`config.mk`:
```
export PLATFORM = sky130hd
export DESIGN_NAME = serial_addsub
export DESIGN_NICKNAME = d
export VERILOG_FILES = /design/src/rtl/serial_addsub_pkg.sv /design/src/rtl/addsub_digit.sv /design/src/rtl/serial_addsub.sv
export SDC_FILE = /design/constraint.sdc
export NUM_CORES = 1
export LEC_CHECK = 0
export CAP_MARGIN = 40
export CORE_MARGIN = 2
export CORE_UTILIZATION = 45
export DETAILED_ROUTE_END_ITERATION = 7
export PLACE_DENSITY_LB_ADDON = 0.25
export SYNTH_ARGS = -nofsm -noshare
export SYNTH_HDL_FRONTEND = slang
export SYNTH_SLANG_ARGS = --single-unit
export TNS_END_PERCENT = 1
```
`constraint.sdc`:
```
create_clock -name clk -period 5.05 [get_ports clk]
set_input_delay 1.2625 -clock clk [delete_from_list [all_inputs] [get_ports clk]]
set_output_delay 1.2625 -clock clk [all_outputs]
set_load 0.05 [all_outputs]
```
`src/rtl/serial_addsub_pkg.sv`:
```
// -----------------------------------------------------------------------------
// serial_addsub_pkg
// Shared definitions for the digit-serial add/subtract engine.
//   DIGIT_W : width of the ripple slice processed per cycle
//   state_t : control FSM states (IDLE -> RUN -> DONE)
// -----------------------------------------------------------------------------
package serial_addsub_pkg;

    localparam int DIGIT_W = 4;

    typedef enum logic [1:0] {
        IDLE = 2'd0,
        RUN  = 2'd1,
        DONE = 2'd2
    } state_t;

endpackage

```
`src/rtl/addsub_digit.sv`:
```
// -----------------------------------------------------------------------------
// addsub_digit
// Purely combinational DIGIT_W-bit ripple adder slice. The operand B is
// expected to be pre-inverted by the caller for subtraction.
// Ports:
//   a, bx : digit operands
//   cin   : carry into bit 0
//   s     : digit sum
//   cout  : carry out of the top bit
//   c3    : carry into the top bit (used for signed overflow detection)
// -----------------------------------------------------------------------------
module addsub_digit
    import serial_addsub_pkg::*;
(
    input  logic [DIGIT_W-1:0] a,
    input  logic [DIGIT_W-1:0] bx,
    input  logic               cin,
    output logic [DIGIT_W-1:0] s,
    output logic               cout,
    output logic               c3
);

    logic [DIGIT_W:0] c;

    assign c[0] = cin;

    for (genvar gi = 0; gi < DIGIT_W; gi++) begin : g_bit
        assign s[gi]    = a[gi] ^ bx[gi] ^ c[gi];
        assign c[gi+1]  = (a[gi] & bx[gi]) | (c[gi] & (a[gi] ^ bx[gi]));
    end

    assign cout = c[DIGIT_W];
    assign c3   = c[DIGIT_W-1];

endmodule

```
`src/rtl/serial_addsub.sv`:
```
// -----------------------------------------------------------------------------
// serial_addsub
// Multi-cycle WIDTH-bit add/subtract engine. Operands are accepted over a
// valid/ready handshake, processed one 4-bit digit per cycle through a single
// addsub_digit slice (carry held in a flop between digits), and the result is
// held on s/co until the downstream handshake completes.
//
// Ports:
//   clk, rst_n          : clock, synchronous active-low reset
//   in_valid / in_ready : operand handshake (a, b, sub, ci)
//   sub                 : 0 = a+b+ci, 1 = a-b-ci (ci acts as borrow-in)
//   out_valid/out_ready : result handshake (s, co[, ovf])
//   co                  : raw carry-out; for subtract 1 means no borrow
//   ovf                 : signed overflow, present only when the macro
//                         SERIAL_ADDSUB_OVF_EN is defined
//
// Latency from accepting edge to out_valid is NDIG cycles; peak throughput is
// one result every NDIG+2 cycles.
// -----------------------------------------------------------------------------
module serial_addsub
    import serial_addsub_pkg::*;
#(
    parameter int WIDTH = 16
) (
    input  logic             clk,
    input  logic             rst_n,
    input  logic             in_valid,
    output logic             in_ready,
    input  logic [WIDTH-1:0] a,
    input  logic [WIDTH-1:0] b,
    input  logic             sub,
    input  logic             ci,
    output logic             out_valid,
    input  logic             out_ready,
    output logic [WIDTH-1:0] s,
    output logic             co
`ifdef SERIAL_ADDSUB_OVF_EN
    ,
    output logic             ovf
`endif
);

    localparam int NDIG  = WIDTH / DIGIT_W;
    localparam int CNT_W = (NDIG > 1) ? $clog2(NDIG) : 1;
    localparam logic [CNT_W-1:0] LAST_DIG = CNT_W'(NDIG - 1);

    if (WIDTH < DIGIT_W || (WIDTH % DIGIT_W) != 0) begin : g_bad_width
        $error("serial_addsub: WIDTH must be a positive multiple of 4");
    end

    state_t             state_q,     state_d;
    logic [WIDTH-1:0]   a_q,         a_d;
    logic [WIDTH-1:0]   bx_q,        bx_d;
    logic               carry_q,     carry_d;
    logic [CNT_W-1:0]   cnt_q,       cnt_d;
    logic [WIDTH-1:0]   s_q,         s_d;
    logic               co_q,        co_d;
    logic               out_valid_q, out_valid_d;
`ifdef SERIAL_ADDSUB_OVF_EN
    logic               ovf_q,       ovf_d;
`endif

    logic [DIGIT_W-1:0] dig_s;
    logic               dig_cout;
    logic               dig_c3;

    addsub_digit u_digit (
        .a    (a_q[DIGIT_W-1:0]),
        .bx   (bx_q[DIGIT_W-1:0]),
        .cin  (carry_q),
        .s    (dig_s),
        .cout (dig_cout),
        .c3   (dig_c3)
    );

`ifndef SERIAL_ADDSUB_OVF_EN
    // The carry into the MSB only matters for overflow detection.
    logic c3_unused;
    assign c3_unused = dig_c3;
`endif

    always_comb begin
        state_d     = state_q;
        a_d         = a_q;
        bx_d        = bx_q;
        carry_d     = carry_q;
        cnt_d       = cnt_q;
        s_d         = s_q;
        co_d        = co_q;
        out_valid_d = out_valid_q;
`ifdef SERIAL_ADDSUB_OVF_EN
        ovf_d       = ovf_q;
`endif

        case (state_q)
            IDLE: begin
                if (in_valid) begin
                    // B is stored already inverted for subtract, and the
                    // inversion of ci turns borrow-in into the two's
                    // complement +1.
                    a_d     = a;
                    bx_d    = b ^ {WIDTH{sub}};
                    carry_d = ci ^ sub;
                    cnt_d   = '0;
                    state_d = RUN;
                end
            end

            RUN: begin
                // Result digits enter at the MSB end so that after NDIG
                // shifts digit 0 has arrived at the bottom.
                s_d     = WIDTH'({dig_s, s_q} >> DIGIT_W);
                carry_d = dig_cout;
                a_d     = a_q  >> DIGIT_W;
                bx_d    = bx_q >> DIGIT_W;
                if (cnt_q == LAST_DIG) begin
                    cnt_d       = '0;
                    co_d        = dig_cout;
`ifdef SERIAL_ADDSUB_OVF_EN
                    ovf_d       = dig_cout ^ dig_c3;
`endif
                    out_valid_d = 1'b1;
                    state_d     = DONE;
                end else begin
                    cnt_d = cnt_q + CNT_W'(1);
                end
            end

            DONE: begin
                if (out_ready) begin
                    out_valid_d = 1'b0;
                    state_d     = IDLE;
                end
            end

            default: begin
                out_valid_d = 1'b0;
                state_d     = IDLE;
            end
        endcase
    end

    always_ff @(posedge clk) begin
        if (!rst_n) begin
            state_q     <= IDLE;
            a_q         <= '0;
            bx_q        <= '0;
            carry_q     <= 1'b0;
            cnt_q       <= '0;
            s_q         <= '0;
            co_q        <= 1'b0;
            out_valid_q <= 1'b0;
`ifdef SERIAL_ADDSUB_OVF_EN
            ovf_q       <= 1'b0;
`endif
        end else begin
            state_q     <= state_d;
            a_q         <= a_d;
            bx_q        <= bx_d;
            carry_q     <= carry_d;
            cnt_q       <= cnt_d;
            s_q         <= s_d;
            co_q        <= co_d;
            out_valid_q <= out_valid_d;
`ifdef SERIAL_ADDSUB_OVF_EN
            ovf_q       <= ovf_d;
`endif
        end
    end

    // Gated by rst_n so no operation is offered while reset is asserted.
    assign in_ready  = (state_q == IDLE) && rst_n;
    assign out_valid = out_valid_q;
    assign s         = s_q;
    assign co        = co_q;
`ifdef SERIAL_ADDSUB_OVF_EN
    assign ovf       = ovf_q;
`endif

endmodule

```
**Run 1: clock wiring as the flow saved it**

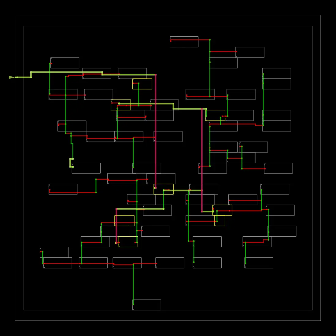
number of sequential storage elements: 55
power dissipated in the clock network: 0.000263 W
clock insertion delay at the later pin of the skew report: 310 ps
count of clock-net buffers in the final layout: 7
clock sink total: 55

**Run 1: where the registers sit**

Other sequential cells in the stronger grey, the rest of the logic in the fainter grey.
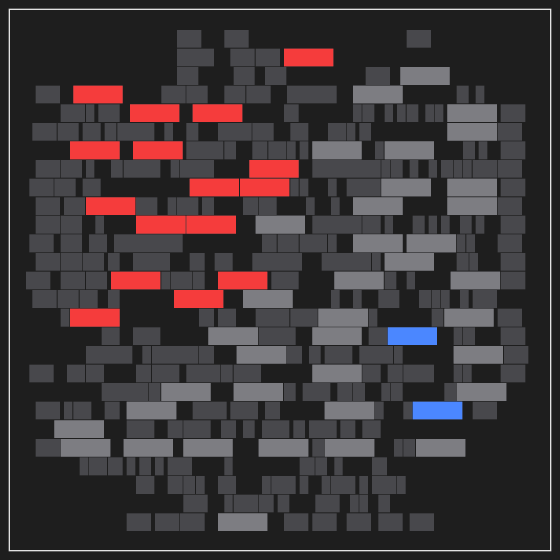
legend:
  blue:
    netlist_name: cnt_q
    sequential_cells: 2
  red:
    netlist_name: bx_q
    sequential_cells: 16
power dissipated in sequential cells: 0.000480 W
Layout Utilization: 58.6%
Flop area: 1100 um2
proportion of cell area occupied by registers: 34.3%

**Run 1: floorplan with the power grid**

Pins as bars on the die edge.
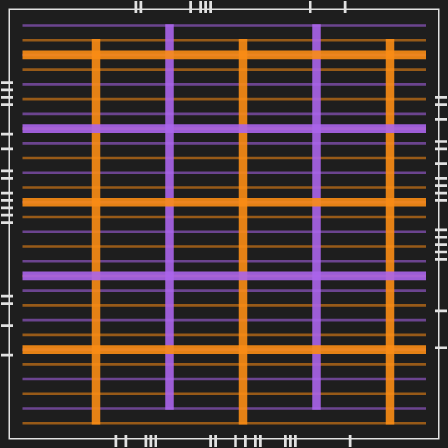
legend:
  purple:
    net: VDD
  orange:
    net: VSS
signal pins: 57
met4 straps: 5
core outline area: 5470 um2
peak supply drop: 0.129 mV
die height: 79.0 um

==> notes.md, run 1 <==
The layout was made with Yosys and OpenROAD.

Looking at the setup timing report, the critical path kind is input pin to primary output. For this run, the detailed router reports a per-instance via density of 5.17. By instance count after routing, the leading logic cell types are sky130_fd_sc_hd__dfxtp_1 (55), sky130_fd_sc_hd__clkdlybuf4s50_1 (55), sky130_fd_sc_hd__nand2_1 (34). The number of warning messages in the yosys log is 0. The group drawing the most power is registers.

The routed wire length on met3 is 220 um. The fraction of met3 tracks used by global routing is 3.30%. The global router's overall resource usage is 18.2%. After clock tree synthesis, the repair step resized 0 gates.

The final design was reported to hold multi-input combinational gates totalling 186. The post-synthesis instance area is 2530 um2. In this run the core area contains 27 standard-cell rows. The combinational cell power is 0.000183 W. The global router reports that the layer with the highest usage is met2. The final timing report derives a shortest allowable period of 3760 ps. The worst hold path stage count is 2. Entering global routing, the biggest net connects 28 pins. The top cell type by instance count after synthesis is sky130_fd_sc_hd__dfxtp_1. The top-area cell type share of the netlist area is 43.5%. By instance count, the cell type seen most on the critical path is sky130_fd_sc_hd__buf_4. The post-synth tally of flip-flops with integrated enable is 0.

The cell count along the critical path is 4. In this run the tools logged warnings totalling 26. The worst slew margin relative to its limit is 42.0%.

The fraction of area in clock buffers and inverters is 3.24%. The switching power share of the total is 27.1%. The met2 usage is 30.0%. Detailed routing inserted a total of 2013 vias. The AND-OR/OR-AND share of the synthesized area is 23.0%. The horizontal die dimension is 79.0 um. The fraction of layout instances using a drive strength above 1 is 11.0%.

The die outline area is 6240 um2. The I/O pin count is 57. The worst-case setup margin in the final layout is 1290 ps. The synthesized net count is 315. The pre-CTS setup check shows a worst slack of 1290 ps.

The synthesis report gives the async set-or-reset register share as 0%. The clock transition at the register clock pins on the worst setup and hold paths after CTS is 90 ps. On met1, the global router reports a usage of 23.4%.

Hold is met by 456 ps. STA lists the endpoint of the worst register-to-register path as s[15]$_SDFFE_PN0P_. The inverter count is 8.

The cell family with the largest share of critical-path delay is buffers and inverters. The met2 layer wire length in the routed design is 2420 um. The number of antenna-violating nets in the routed design is 0.

Endpoints with negative setup slack in the final report add up to 0. The slowest stage of the critical path is the sky130_fd_sc_hd__clkdlybuf4s50_1 cell. For the pin with the worst max-slew slack, the measured transition is 867 ps. In this design, the stage delay of the slowest critical-path cell is 450 ps.

The power report lists cell-internal power as 0.000675 W. According to the tapcell log, the count of inserted taps is 72. Leaving out buffers and inverters, the combinational logic in the layout accounts for 1250 um2. In this run the critical register-to-register path is launched from a_q[0]$_SDFFE_PN0P_.

Non-clock buffers make up 19.8% of the layout cell area. The mean cell area of the mapped netlist is 9.31 um2. The highest layer touched by signal routing is met4. Timing would allow up to 0.266 GHz. The startpoint type of the worst setup path is an input pin.

Power comes to 0.000926 W. The capture point of the critical path was reported as in_ready. The run finished with clean final reports. The overall overflow remaining after global route is 0. The first-pass GRT wire length is 9010 um.
[run 1: through the flow]
| step | area [um2] | std cells |
|---|---|---|
| final | 3210 | 389 |
| after CTS | 3210 | 389 |
| after detailed placement | 3110 | 381 |
| after global placement | 3040 | 378 |
| after floorplan | 2530 | 272 |
| after global routing | 3210 | 389 |
[run 1: worst min-delay path: cells and delay by family (launching register included)]
kind / cells / cell delay (ps)
compound gates: 1 / 50
flops: 1 / 320
simple gates: 1 / 50
[run 1: flip-flops by register name (all words and copies together), names as in the netlist]
signal,flops
cnt_q,2
co,1
state_q,2
s,16
out_valid,1
bx_q,16
a_q,16
carry_q,1
**Run 1: M1 wires**

Supply wires on this layer in grey.
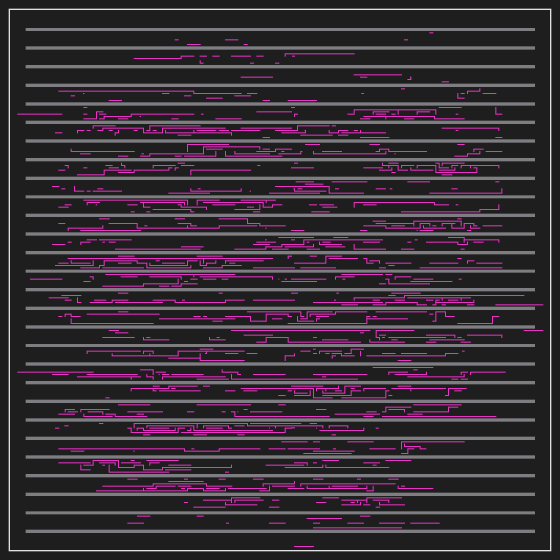

==> run 1 -> run 2 <==
Clock period 5.05 ns to 3.75 ns, I/O delays scaled along.
**Run 2: M1 wires**

Supply wires on this layer in grey.
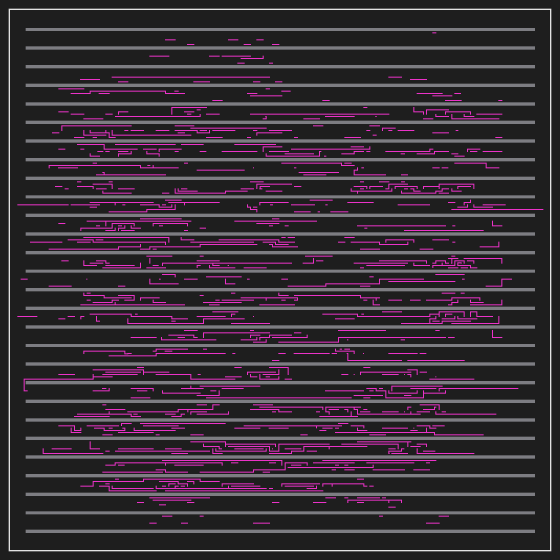
longest straight run: 23.0 um
main direction: horizontal
wire length on this layer: 2290 um
nets with wire on the layer: 316
met1 GRT Util: 22.1%
vias after detailed routing: 1980
post-detailed-routing wire length: 5000 um

**Run 2: clock wiring as the flow saved it**

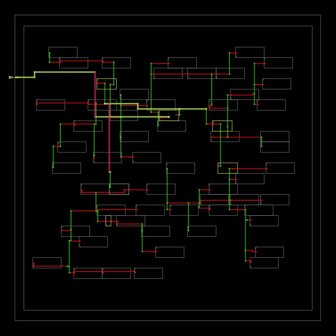
Num CTS Buffers: 5
Clock Skews: 6.14 ps
power dissipated in the clock network: 0.000295 W
clock insertion delay at the later pin of the skew report: 300 ps

==> notes.md, run 2 <==
The layout was made with Yosys and OpenROAD.

The run finished with clean final reports. The top-area cell type share of the netlist area is 43.5%. The worst hold path stage count is 2. Synthesis instantiated 35 different standard cells from the library. The group drawing the most power is registers. The net count of the finished layout is 360. The post-placement cell area is 3080 um2.

The overall overflow remaining after global route is 0. TritonCTS built the clock tree. The detail route stage leaves a number of antenna-violating nets equal to 0. The number of design rule violations left after detail routing is 0. The number of rows created at floorplan is 27. The synthesized net count is 315. Each instance of the synthesized netlist takes up on average 9.31 um2. The via count of the first global-routing pass was 1821. The post-place setup slack is 965 ps. The vertical die dimension reported for this design is 79.0 um. The internal portion of the total power is 0.000863 W. The worst-case max-slew headroom was logged as 43.3%. The library cell contributing the largest single delay on the critical path is sky130_fd_sc_hd__clkdlybuf4s50_1. Per the breakdown, switching nets consume 27.0% of all power. The endpoint identified for the worst register-to-register timing path is s[15]$_SDFFE_PN0P_. The I/O pin count is 57.

The sequential power reported by the tool is 0.000644 W. The final report gives the core utilization as 57.8%. The cell count along the critical path is 3. The first global-routing pass estimated 8300 um of wire. The fraction of layout instances using a drive strength above 1 is 10.4%. The critical path start-end classification is input pin to primary output. The floorplan step set the die width to 79.0 um. The number of OpenROAD warnings is 26.

The data required time of the critical path is 2810 ps. The share of async-settable or async-resettable flops after synthesis is 0%. The total area inside the core boundary comes to 5470 um2. For reference, the final report shows the max-slew violation count at 0. Global routing consumed, over all layers together, 16.5% of the routing resources. The end-of-flow timing check tallies setup violations at 0. The count of instances resized after the clock tree is built is 0. The die outline area is 6240 um2. Total power for the finished layout comes to 0.00118 W. The worst path meets setup with 958 ps of slack. The worst vdd rail ir drop is 0.172 mV. After detailed routing, the met2 layer carries 2450 um of wire.

By instance count after routing, the leading logic cell types are sky130_fd_sc_hd__dfxtp_1 (55), sky130_fd_sc_hd__clkdlybuf4s50_1 (55), sky130_fd_sc_hd__nand2_1 (34). The highest clock frequency the design can meet is 0.358 GHz. The clock tree has to reach 55 sinks. The count of input and output buffers is 56. After global routing, the most crowded layer is met2. The critical path capture point is in_ready. The post-synth tally of flip-flops with integrated enable is 0. The startpoint type of the worst setup path is an input pin. The startpoint identified for the worst register-to-register timing path is a_q[0]$_SDFFE_PN0P_.

After clock tree synthesis, the clock-pin slew on the worst setup and hold paths is 80 ps. The final instance area is 3170 um2. The cell family with the largest share of critical-path delay is buffers and inverters. The average vias per placed instance is 5.10. The combinational power reported by the tool is 0.000244 W. The smallest clock period supported by the final layout is computed as 2790 ps. The pin count of the biggest net entering global routing is 33. For this block, wires on met1 add up to 2290 um.

The final instance count without filler cells is 388. The fraction of met3 tracks used by global routing is 3.30%. The delay of the slowest critical-path stage is 470 ps. The highest routed metal layer is met4. The cell count after placement is 381.

For met2 alone, demand over resource in global routing was 27.5%. In the detailed route, the total length drawn on met3 is 231 um. The slew at the pin closest to its max-slew limit is 849 ps.
## run 2: cell counts after synthesis
Identical to the previous run, type by type.
## run 2: final cells by class
type | count | area, um2 | area share, %
timing repair buffer | 61 | 623 | 19.7
tap | 72 | 90.1 | 2.85
multi-input combinational | 186 | 1250 | 39.4
inverter | 8 | 30.0 | 0.949
sequential | 55 | 1100 | 34.8
clock buffer | 6 | 72.6 | 2.29
## run 2: kinds of logic (layout without fill, tap and decap cells)
group,Yosys count,in the layout,synth area share [%]
adder cells (fa/ha/maj),5,5,3.66
AND-OR/OR-AND,75,75,23.0
XOR/XNOR,17,17,5.88
flip-flops,55,55,43.5
AND/OR/NAND/NOR,89,89,16.8
buffers and inverters,31,75,7.21
**Run 2: where the registers sit**

Other sequential cells in the stronger grey, the rest of the logic in the fainter grey.
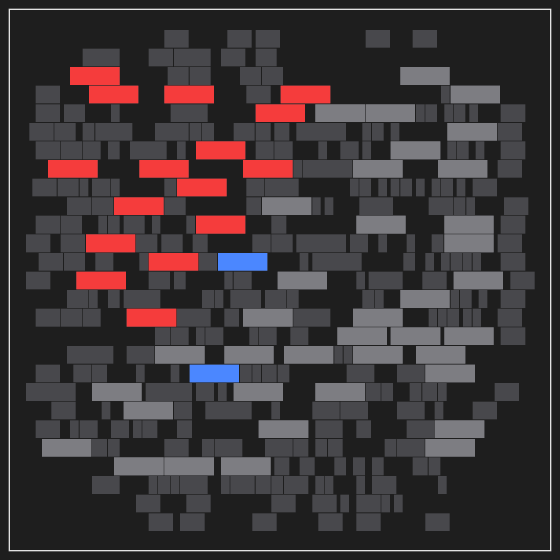

==> run 2 -> run 3 <==
Clock period 3.75 ns to 2.5 ns, I/O delays scaled along.
**Run 3: where the registers sit**

Other sequential cells in the stronger grey, the rest of the logic in the fainter grey.
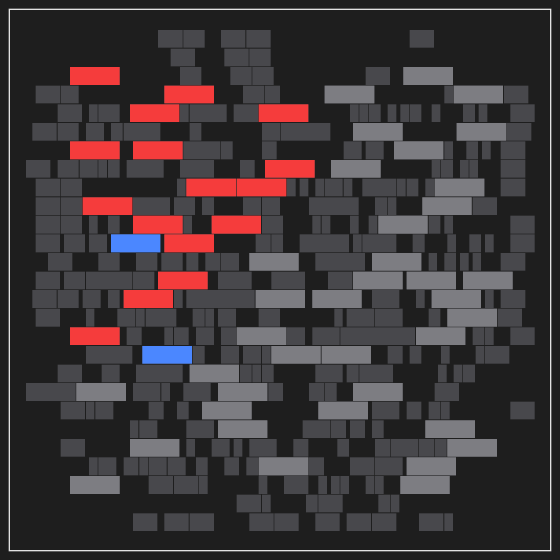
legend:
  red:
    netlist_name: bx_q
    sequential_cells: 16
  blue:
    netlist_name: cnt_q
    sequential_cells: 2
not coloured: 37
proportion of cell area occupied by registers: 34.0%
Layout Utilization: 59.2%
power dissipated in sequential cells: 0.000965 W

==> notes.md, run 3 <==
The layout was made with Yosys and OpenROAD.

The flow ran to the end, and the final reports show no timing, DRC or antenna violations. In the final timing run, aggregate negative setup slack is 0 ps. The mean cell area of the mapped netlist is 9.31 um2. The die outline area is 6240 um2. The clock network fraction of design power is 31.3%. Including well taps, the total number of placed cells is 385. The hold buffer count at CTS is 0. Per the synthesis report, the XOR/XNOR share of the synthesized area is 5.88%. The worst setup path is launched from an input pin. Counting every sink on the clock net gives 55.

The post-synth tally of flip-flops with integrated enable is 0. The routed design uses 220 um of met3 wire. The fraction of the mapped netlist area in adder cells is 3.66%. The group drawing the most power is registers.

Of the post-synthesis cell area, the part taken by muxes is 0%. The die is 79.0 um wide. The combinational family with the most area after synthesis is AND-OR/OR-AND gates. In the detailed route, the total length drawn on met2 is 2570 um. The highest-utilization routing layer at the global route stage is met2. The worst slew margin relative to its limit is 61.0%. For this sky-water flow run, the detailed-routed wirelength per cell is reported as 13.3 um. The AND-OR/OR-AND share of the synthesized area is 23.0%. The mapped netlist covers 2530 um2. The count of input and output buffers is 56. The layout stage reports a final design area of 3240 um2. The post-placement cell area is 3120 um2. The total iterations of the first detailed-routing run is 5.

The internal power is 0.00144 W. The synthesized net count is 315. The final timing summary puts the cycle share of the worst path at 86.7%.

The post-synth register bit count is 55. The post-synthesis sequential area ratio is 43.5%. Per report_power, the combinational group accounts for 19.2% of the total.

The vias after detailed routing is 2078. The maximum buffer depth of the clock tree is 2. For the worst setup path, the data required time is 1880 ps.

The minimum hold slack is 457 ps. The delay of the slowest critical-path stage is 470 ps. The total buffers and inverters traversed by the critical path is 2.

After legalization and detailed placement, the total HPWL measured 3640 um. Ranked by instance count, the synthesized netlist is headed by sky130_fd_sc_hd__dfxtp_1 (55), sky130_fd_sc_hd__nand2_1 (34), sky130_fd_sc_hd__a21oi_1 (30). The average vias per placed instance is 5.29. The synthesis report names the predominant flop master as sky130_fd_sc_hd__dfxtp_1. The worst vdd rail ir drop is 0.346 mV. The report shows a maximum critical-path fanout of 2. The switching power is 0.000514 W.

STA classifies the critical path endpoint as a primary output. Net switching is 26.4% of the power. The first-pass GRT wire length is 8820 um. Per the detail_route log, the uppermost layer with routed signals is met4. Counting endpoints that fail hold in the final report gives 0. Global routing used 17.4% of the available tracks. After floorplanning, the core was divided into 27 placement rows. Between the synthesized netlist and the finished layout, the area growth was recorded as 27.9%.

The top-area cell type share of the netlist area is 43.5%. The H-tree depth reported by CTS is 2. The clock tree from TritonCTS is built. Combinational cells consume a total of 0.000376 W. The detailed router finished its first iteration with 90 violations. The fraction of power consumed by sequential logic is 49.5%. The total leakage power is 1.16 nW. For reference, the top cells by area after synthesis are sky130_fd_sc_hd__dfxtp_1 (43%), sky130_fd_sc_hd__a21oi_1 (5.9%), sky130_fd_sc_hd__o221a_2 (5.3%). At the end of routability-driven placement, the weighted congestion stood at 0.743. The number of warning messages in the yosys log is 0. The number of antenna diodes in the final layout is 0. The summed standard-cell area reported by yosys is 2530 um2. The I/O pin count is 57. The fraction of met3 tracks used by global routing is 3.64%. After layout, the design draws a total of 0.00195 W.

The number of nets in the final layout is 363. Recorded from the global router log, the overflow total was 0. Synthesis instantiated 35 different standard cells from the library.

The total routed wire length on the met1 layer is 2370 um. Of the total synthesized cell area, the portion taken by AND, OR, NAND and NOR gates is 16.8%. The clock buffer count from CTS is 5. The via count of the first global-routing pass is 1975. The clock transition at the register clock pins on the worst setup and hold paths after CTS is 100 ps. The initial core utilization is 46.3%. The most common logic cells in the final layout are sky130_fd_sc_hd__dfxtp_1 (55), sky130_fd_sc_hd__clkdlybuf4s50_1 (55), sky130_fd_sc_hd__nand2_1 (34).

The initial antenna violation count is 0. The fraction of layout instances using a drive strength above 1 is 12.1%. The region available for standard cell placement spans 5470 um2. The number of inserted filler cells in the final layout is 499.

The met2 usage is 30.3%. The highest clock frequency the design can meet is 0.461 GHz. The cell family with the largest share of critical-path delay is buffers and inverters. The die height is 79.0 um.

The critical path in the final layout is reported with a setup slack of 333 ps. The time the worst path needs with I/O delays and setup is 2170 ps. Traced cell by cell, the critical path runs through clkdlybuf4s50_1, nor3b_4, buf_12. OpenSTA, run right after detailed placement, puts the worst setup slack at 329 ps. Once layout is complete, the cells apart from fillers number 393. The count of instances resized after the clock tree is built is 0. The wire length after detailed routing is 5210 um.

The transition time recorded at the tightest slew-check pin is 584 ps. The fraction of met1 tracks used by global routing is 21.5%. After technology mapping, the gate count stands at 272. In this run the tools logged warnings totalling 26. On the critical path the data arrives at 1540 ps. Setup repair after global routing left no endpoint under its margin. The number of antenna-violating nets in the routed design is 0. The cell at the root of the clock tree is sky130_fd_sc_hd__clkbuf_8. Per the detail_route report, DRC violations left total 0. The yosys cell count is 272.

The total area of multi-input combinational cells is 1250 um2. The critical path start-end classification is input pin to primary output. Yosys instantiated no cell more often than sky130_fd_sc_hd__dfxtp_1. In the final layout, flip-flops and latches occupy 1100 um2. The pin count of the biggest net entering global routing is 35.

In this run the maximum-capacitance check reported violations numbering 0. The setup violation total in the final timing report is 0. The slowest stage of the critical path is the sky130_fd_sc_hd__clkdlybuf4s50_1 cell. The share of async-settable or async-resettable flops after synthesis is 0%. The max-slew violation count is 0.
**Run 3: clock wiring as the flow saved it**

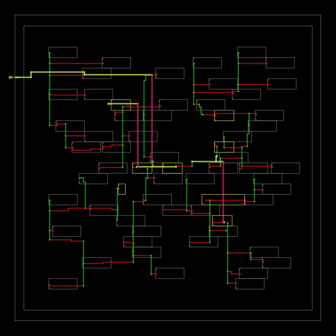
power dissipated in the clock network: 0.000611 W
Clock Skews: 9.54 ps
clock insertion delay at the later pin of the skew report: 310 ps

run 3: cell counts after synthesis:
Identical to the previous run, type by type.
run 3: path summary, 6_finish.rpt:
kind / slack, ps / endpoint / depth (start not counted) / from
max reg2reg: 340 / s[15]$_SDFFE_PN0P_ / 8 / a_q[0]$_SDFFE_PN0P_
max: 330 / in_ready / 3 / rst_n
min: 460 / s[0]$_SDFFE_PN0P_ / 2 / s[0]$_SDFFE_PN0P_
min reg2reg: 460 / s[0]$_SDFFE_PN0P_ / 2 / s[0]$_SDFFE_PN0P_
run 3: layout make-up:
class	instances	share of cell area, %
Tap cell	72	2.78
Clock buffer	6	2.55
Sequential cell	55	34.0
Inverter	8	0.927
Timing Repair Buffer	64	20.1
Clock inverter	2	1.08
Multi-Input combinational cell	186	38.6
Power is estimated from default activity; no workload was simulated.
